==> config.mk <==
export PLATFORM = sky130hd
export DESIGN_NAME = mipi_dsi_packet_parser
export DESIGN_NICKNAME = d
export VERILOG_FILES = /design/src/rtl/mipi_dsi_pkg.sv /design/src/rtl/mipi_dsi_packet_parser_crc16.sv /design/src/rtl/mipi_dsi_packet_parser.sv
export SDC_FILE = /design/constraint.sdc
export NUM_CORES = 1
export LEC_CHECK = 0
export CORE_UTILIZATION = 27
export DETAILED_ROUTE_END_ITERATION = 8
export SLEW_MARGIN = 20
export SYNTH_ARGS = -nofsm -noshare
export SYNTH_HDL_FRONTEND = slang
export SYNTH_SLANG_ARGS = --single-unit
export TNS_END_PERCENT = 30
==> constraint.sdc <==
create_clock -name byte_clk -period 3 [get_ports byte_clk]
set_clock_uncertainty 0.2 [all_clocks]
set_input_delay 0.6 -clock byte_clk [delete_from_list [all_inputs] [get_ports byte_clk]]
set_output_delay 0.6 -clock byte_clk [all_outputs]
set_load 0.01 [all_outputs]
Figure 1. I/O pins on the die edge (run 1).
Pins as bars across the die edge, other pins in gray.
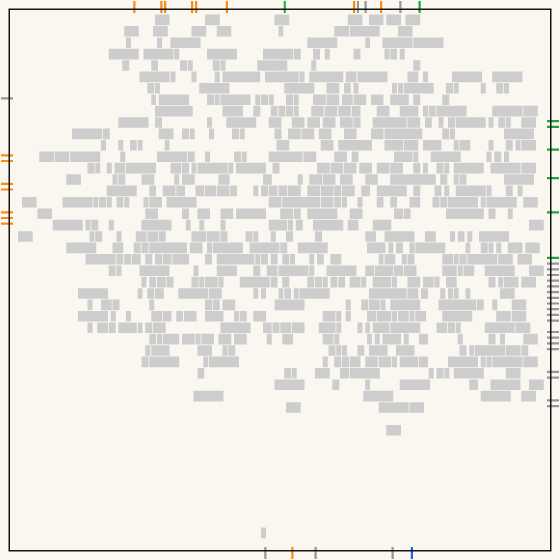
[orange] hdr_wc | pins: 16 | direction: output | edge: 8 north, 7 west, 1 south
[green] hdr_di | pins: 8 | direction: output | edge: 6 east, 2 north
[blue] trunc_err | pins: 1 | direction: output | edge: south
all pins by edge: 25 east, 13 north, 8 west, 5 south
Die H: 129 µm
tally of buffers added on design ports: 49
chip width: 129 µm

Figure 2. Clock network drawn from the DEF (run 1).
The bar under the picture is 50 µm long.
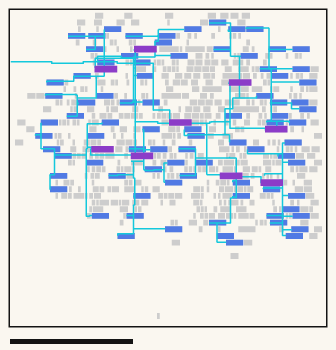
[cyan] clock wires | length: 1150 µm
[purple] clock-net drivers | count: 9
[blue] flip-flops | count: 84
routed clock nets: 10
Worst-Skew Late Latency: 0.34 ns
fraction of power consumed by the clock network: 44.7%
clock group power: 0.00114 W

Figure 3. Metal 3 (run 1).
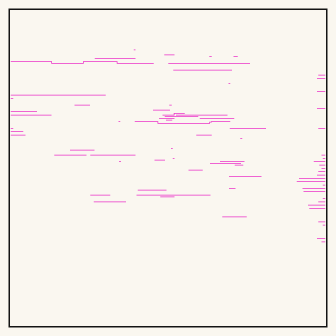
longest straight run: 38.4 µm
main direction: horizontal
nets with wire on the layer: 59
wire length on this layer: 617 µm
share of all routed wire: 5.1%
met3 Use GR: 3.37%
number of vias after detailed routing: 3843
Detailed Route WL: 12000 µm

==> reports/metrics.yaml, run 1 <==
final_layout:
  fillCellCount: 1700
  largest_register_ff_count: 24
  largest_cell_class: "logic gates"
  buffer_area_share_pct: 12.1
  layout.area.comb_mm2: 0.00242
  layout.nets: 612
  count_of_plain_and_timing_repair_buffers: 70
  synthToLayoutAreaGrowth_pct: 24.2
  sequential_cell_total: 84
  post_route_cells_drive_above_1_share_pct: 7.63
  finalNonFillerCells: 806
  comb_total_area_pct: 44.9
  sh_seq_area_pct: 31.2
  seq_area_mm2: 0.00168
  n_antenna_cell: 0
logic_synthesis:
  avgSynthCellArea_um2: 7.96
  synthTopCellsByCount: "112 x nand2_1, 84 x dfxtp_1, 79 x a21oi_1"
  ys.flop_type: "dfxtp_1"
  ys_top_cells_by_area: "dfxtp_1 39%, nand2_1 9.7%, a21oi_1 9.1%"
  synth-edff-count: 0
  synthArstFlopShare_pct: 0
  synth_flops: 84
  postSynthCellCount: 546
  largest_area_cell: "dfxtp_1"
  postSynthNetCount: 573
final_timing:
  timing_worst_slew_pin_value_ns: 0.670
  final_setup_violation_count: 0
  finalHoldViolations: 0
  final_max_slew_viol_count: 0
  fin_crit_ns: 2.65
  worst_slew_margin_rel_pct: 54.9
  max_freq_mhz: 377
  finalSetupTns_ns: 0
  grt_setup_unrepaired: "no"
global_routing:
  grt_util_all_layers_pct: 15.2
  pin_count_of_the_biggest_net_entering_global_routing: 56
  first_global_vias: 3558
  wire_length_of_the_first_global_routing_pass_um: 19400
  grt.overflow.total: 0
placed_design:
  hpwlAfterDp_um: 8210
  placer_congestion: 0.866
  dpl_cell_area_mm2: 0.00509
  preCtsSetupSlack_ns: 0.311
worst_setup_path:
  timing.critical_path.slowest_stage_cell: "or4b_2"
  critPathArrivalTime_ns: 2.67
  timing.critical_path.cells: "inv_1, ha_1, or4b_2, nand4_1, a21oi_1, buf_4, and3_1, a22oi_1, nor2_1"
  cp_top_family: "simple AND/OR/NAND/NOR gates"
  setup.worst_path.start_class: "register"
  criticalPathCategory: "register to register"
  critical_path.n_buffers_inverters: 2
  reg2regPathDepth: 9
die:
  ios: 51
  rows: 46
  floorplan.initialDensity_pct: 27.5
  core_mm2: 0.0158
  nWellTaps: 216
min_path:
  hold_path_depth: 2
  timing.hold.worst.class: "register to register"
clock_tree:
  cts-hold-fix-buffers: 0
  cts_buffer_depth: 2
  cts.sinks: 84
  clkTransAtPathRegs_ns: 0.06
  numCtsBuffers: 9
  cts.htree.levels: 3
drt:
  drtIter0Drc: 298
  route.detailed.vias_per_inst: 4.77
power_and_ir_drop:
  net-switching-power_w: 0.000615
  cellPowerDensity_mw_per_mm2: 471
  leakage_nw: 1.84
  p_int_w: 0.00193
flow_run:
  drv.max_cap_violation_count: 0
outcome:
  outcome: "finished, final reports clean"
==> run 1: tightest hold or removal path, delay by kind of cell (launching register included) <==
| family | cells | cell delay [ns] |
|---|---|---|
| flops | 1 | 0.30 |
| simple gates | 1 | 0.05 |
| compound gates | 1 | 0.05 |
==> run 1: per-layer routing <==
metal | vias up | GRT usage, % | part of all wire [%]
li1 | 1927 | - | -
met1 | 1790 | 20.7 | 48
met2 | 105 | 23.8 | 44
met3 | 21 | 3.37 | 5.1
met4 | 0 | 5.05 | 2.1
met5 | - | 0 | 0
==> run 1: logic make-up after synthesis <==
logic type      synth area share [%]
other cells                   0.0863
compound gates                  15.0
simple gates                    22.9
buf+inv                         5.47
mux                            0.749
fa+ha+maj                       4.61
flops                           38.7
xor+xnor                        12.5
==> run 1: power by group through the flow <==
stage               Sequential (W)  Combinational (W)  Clock [W]
floorplan                  0.00116           0.000184          0
detailed placement         0.00116           0.000264          0
global placement           0.00116           0.000265          0
CTS                        0.00114           0.000267    0.00116
finish                     0.00114           0.000267    0.00114
global route               0.00114           0.000295    0.00121
==> run 1: cell usage in the layout, fill, tap and decap left out, types with 2 or more instances in the layout <==
master and n:
nand2_1 112, dfxtp_1 84, a21oi_1 79, clkdlybuf4s50_1 48, xnor2_1 38, nand3_1 32, nor2_1 30, buf_4 20
inv_1 16, ha_1 16, xor2_1 11, nor3_1 10, clkbuf_16 9, nand4_1 5, o21ai_0 5, o2111ai_1 5
a22oi_1 5, xnor3_1 5, nor4_1 4, a211o_1 3, or3_1 3, o211ai_1 3, nor4b_1 2, nand2b_1 2
and3_1 2, or4_4 2, a31oi_1 2, and2_1 2, a41oi_1 2, clkinv_2 2, clkbuf_8 2
--- run 2 (diff from run 1) ---
- CTS_CLUSTER_SIZE: not set -> 24
- SKIP_LAST_GASP: not set -> 1
==> run 2 against run 1 <==
Critical path depth unchanged. Via count unchanged. Cell area is the same. Global-route usage stayed put. Clock-buffer cell count stayed put. Utilization is the same. Maximum frequency unchanged. Sequential share of layout area stayed put. Routed wire length unchanged.
==> reports/metrics.yaml, run 2 <==
final_timing:
  max_freq_mhz: 377  # unchanged
  fin_crit_ns: 2.65  # unchanged
  finalHoldViolations: 0  # unchanged
  grt_setup_unrepaired: "no"  # unchanged
  finalSetupTns_ns: 0  # unchanged
  timing_worst_slew_pin_value_ns: 0.670  # unchanged
  final_max_slew_viol_count: 0  # unchanged
final_layout:
  fillCellCount: 1700  # unchanged
  layout.nets: 612  # unchanged
  post_route_cells_drive_above_1_share_pct: 7.63  # unchanged
  n_antenna_cell: 0  # unchanged
placed_design:
  placer_congestion: 0.866  # unchanged
  tally_of_buffers_added_on_design_ports: 49  # unchanged
clock_tree:
  numCtsBuffers: 9  # unchanged
  clkTransAtPathRegs_ns: 0.06  # about the same
  cts.sinks: 84  # unchanged
  cts.htree.levels: 3  # unchanged
  cts-hold-fix-buffers: 0  # unchanged
  cts_buffer_depth: 2  # unchanged
outcome:
  outcome: "finished, final reports clean"  # unchanged
worst_setup_path:
  critical_path.n_buffers_inverters: 2  # unchanged
  setup.worst_path.start_class: "register"  # unchanged
  timing.critical_path.slowest_stage_cell: "or4b_2"  # unchanged
  cp_top_family: "simple AND/OR/NAND/NOR gates"  # unchanged
drt:
  drtIter0Drc: 298  # unchanged
  route.detailed.vias_per_inst: 4.77  # unchanged
global_routing:
  first_global_vias: 3558  # unchanged
  pin_count_of_the_biggest_net_entering_global_routing: 56  # unchanged
  grt_util_all_layers_pct: 15.2  # unchanged
  grt.overflow.total: 0  # unchanged
power_and_ir_drop:
  cellPowerDensity_mw_per_mm2: 471  # unchanged
  leakage_nw: 1.84  # unchanged
die:
  chipWidth_um: 129  # unchanged
  ios: 51  # unchanged
  die_height_um: 129  # unchanged
  rows: 46  # unchanged
logic_synthesis:
  synth-edff-count: 0  # unchanged
  synth_flops: 84  # unchanged
  avgSynthCellArea_um2: 7.96  # unchanged
  synthArstFlopShare_pct: 0  # unchanged
## run 2: cell counts after synthesis
No cell type changed its count.
## run 2: per-layer routing
| layer | GRT usage (%) | up-vias | routed length, µm |
|---|---|---|---|
| met3 | 3.37 | 21 | 617 |
| met1 | 20.7 | 1790 | 5820 |
| li1 | - | 1927 | - |
| met4 | 5.05 | 0 | 257 |
| met5 | 0 | - | 0 |
| met2 | 23.8 | 105 | 5320 |
## run 2: metrics by stage
| step | power [W] | hold slack (ns) | instance area, µm² | instances | setup WS [ns] |
|---|---|---|---|---|---|
| after floorplan | 0.00134 | 0.253 | 4340 | 546 | 0.614 |
| after global placement | 0.00143 | 0.242 | 5090 | 790 | 0.361 |
| after detailed placement | 0.00143 | 0.247 | 5090 | 790 | 0.311 |
| after CTS | 0.00257 | 0.256 | 5400 | 806 | 0.361 |
| after global routing | 0.00264 | 0.271 | 5400 | 806 | 0.242 |
| final | 0.00254 | 0.249 | 5400 | 806 | 0.345 |
## run 2: power breakdown
part / leakage, nW / switching [W] / internal (W)
sequential: 0.677 / 0.0000130 / 0.00113
combinational: 1.01 / 0.000153 / 0.000114
clock: 0.149 / 0.000449 / 0.000688
## run 2: logic make-up (layout without fill, tap and decap cells)
logic type,count (synthesis),after routing,synth area share [%]
XOR/XNOR,54,54,12.5
other,1,1,0.0863
AND-OR/OR-AND,113,113,15.0
flip-flops,84,84,38.7
buffers and inverters,58,102,5.47
multiplexers,3,3,0.749
AND/OR/NAND/NOR,217,217,22.9
adder cells (fa/ha/maj),16,16,4.61
## run 2: final cells by class
class	instances	area, µm²	share of cell area [%]
clock buffers	12	256	4.75
clock inverters	4	47.5	0.881
inverters	16	60.1	1.11
multi-input cells	404	2420	44.9
flip-flops and latches	84	1680	31.2
well taps	216	270	5.01
repair buffers	70	656	12.1
Figure 4. Clock network drawn from the DEF (run 2).
The bar under the picture is 50 µm long.
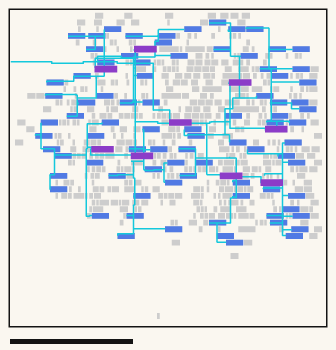
[purple] clock-net drivers | count: 9
[blue] flip-flops | count: 84
[cyan] clock wires | length: 1150 µm
routed clock nets: 10

Figure 5. Local utilization (run 2).
The die is cut into 13 by 13 equal tiles; white is low, dark blue is high, 0 to 100% covered.
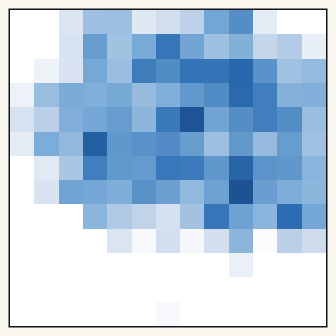
tiles over 75% full: 4.1%
emptiest ninth of the die: south-west
mean over tiles: 31%
nearly empty tiles: 32%
fullest tile: 86%
end-of-flow core utilization: 34.2%
Core Area: 0.0158 mm²
Init Core Util: 27.5%

Power and IR drop assume default switching activity.
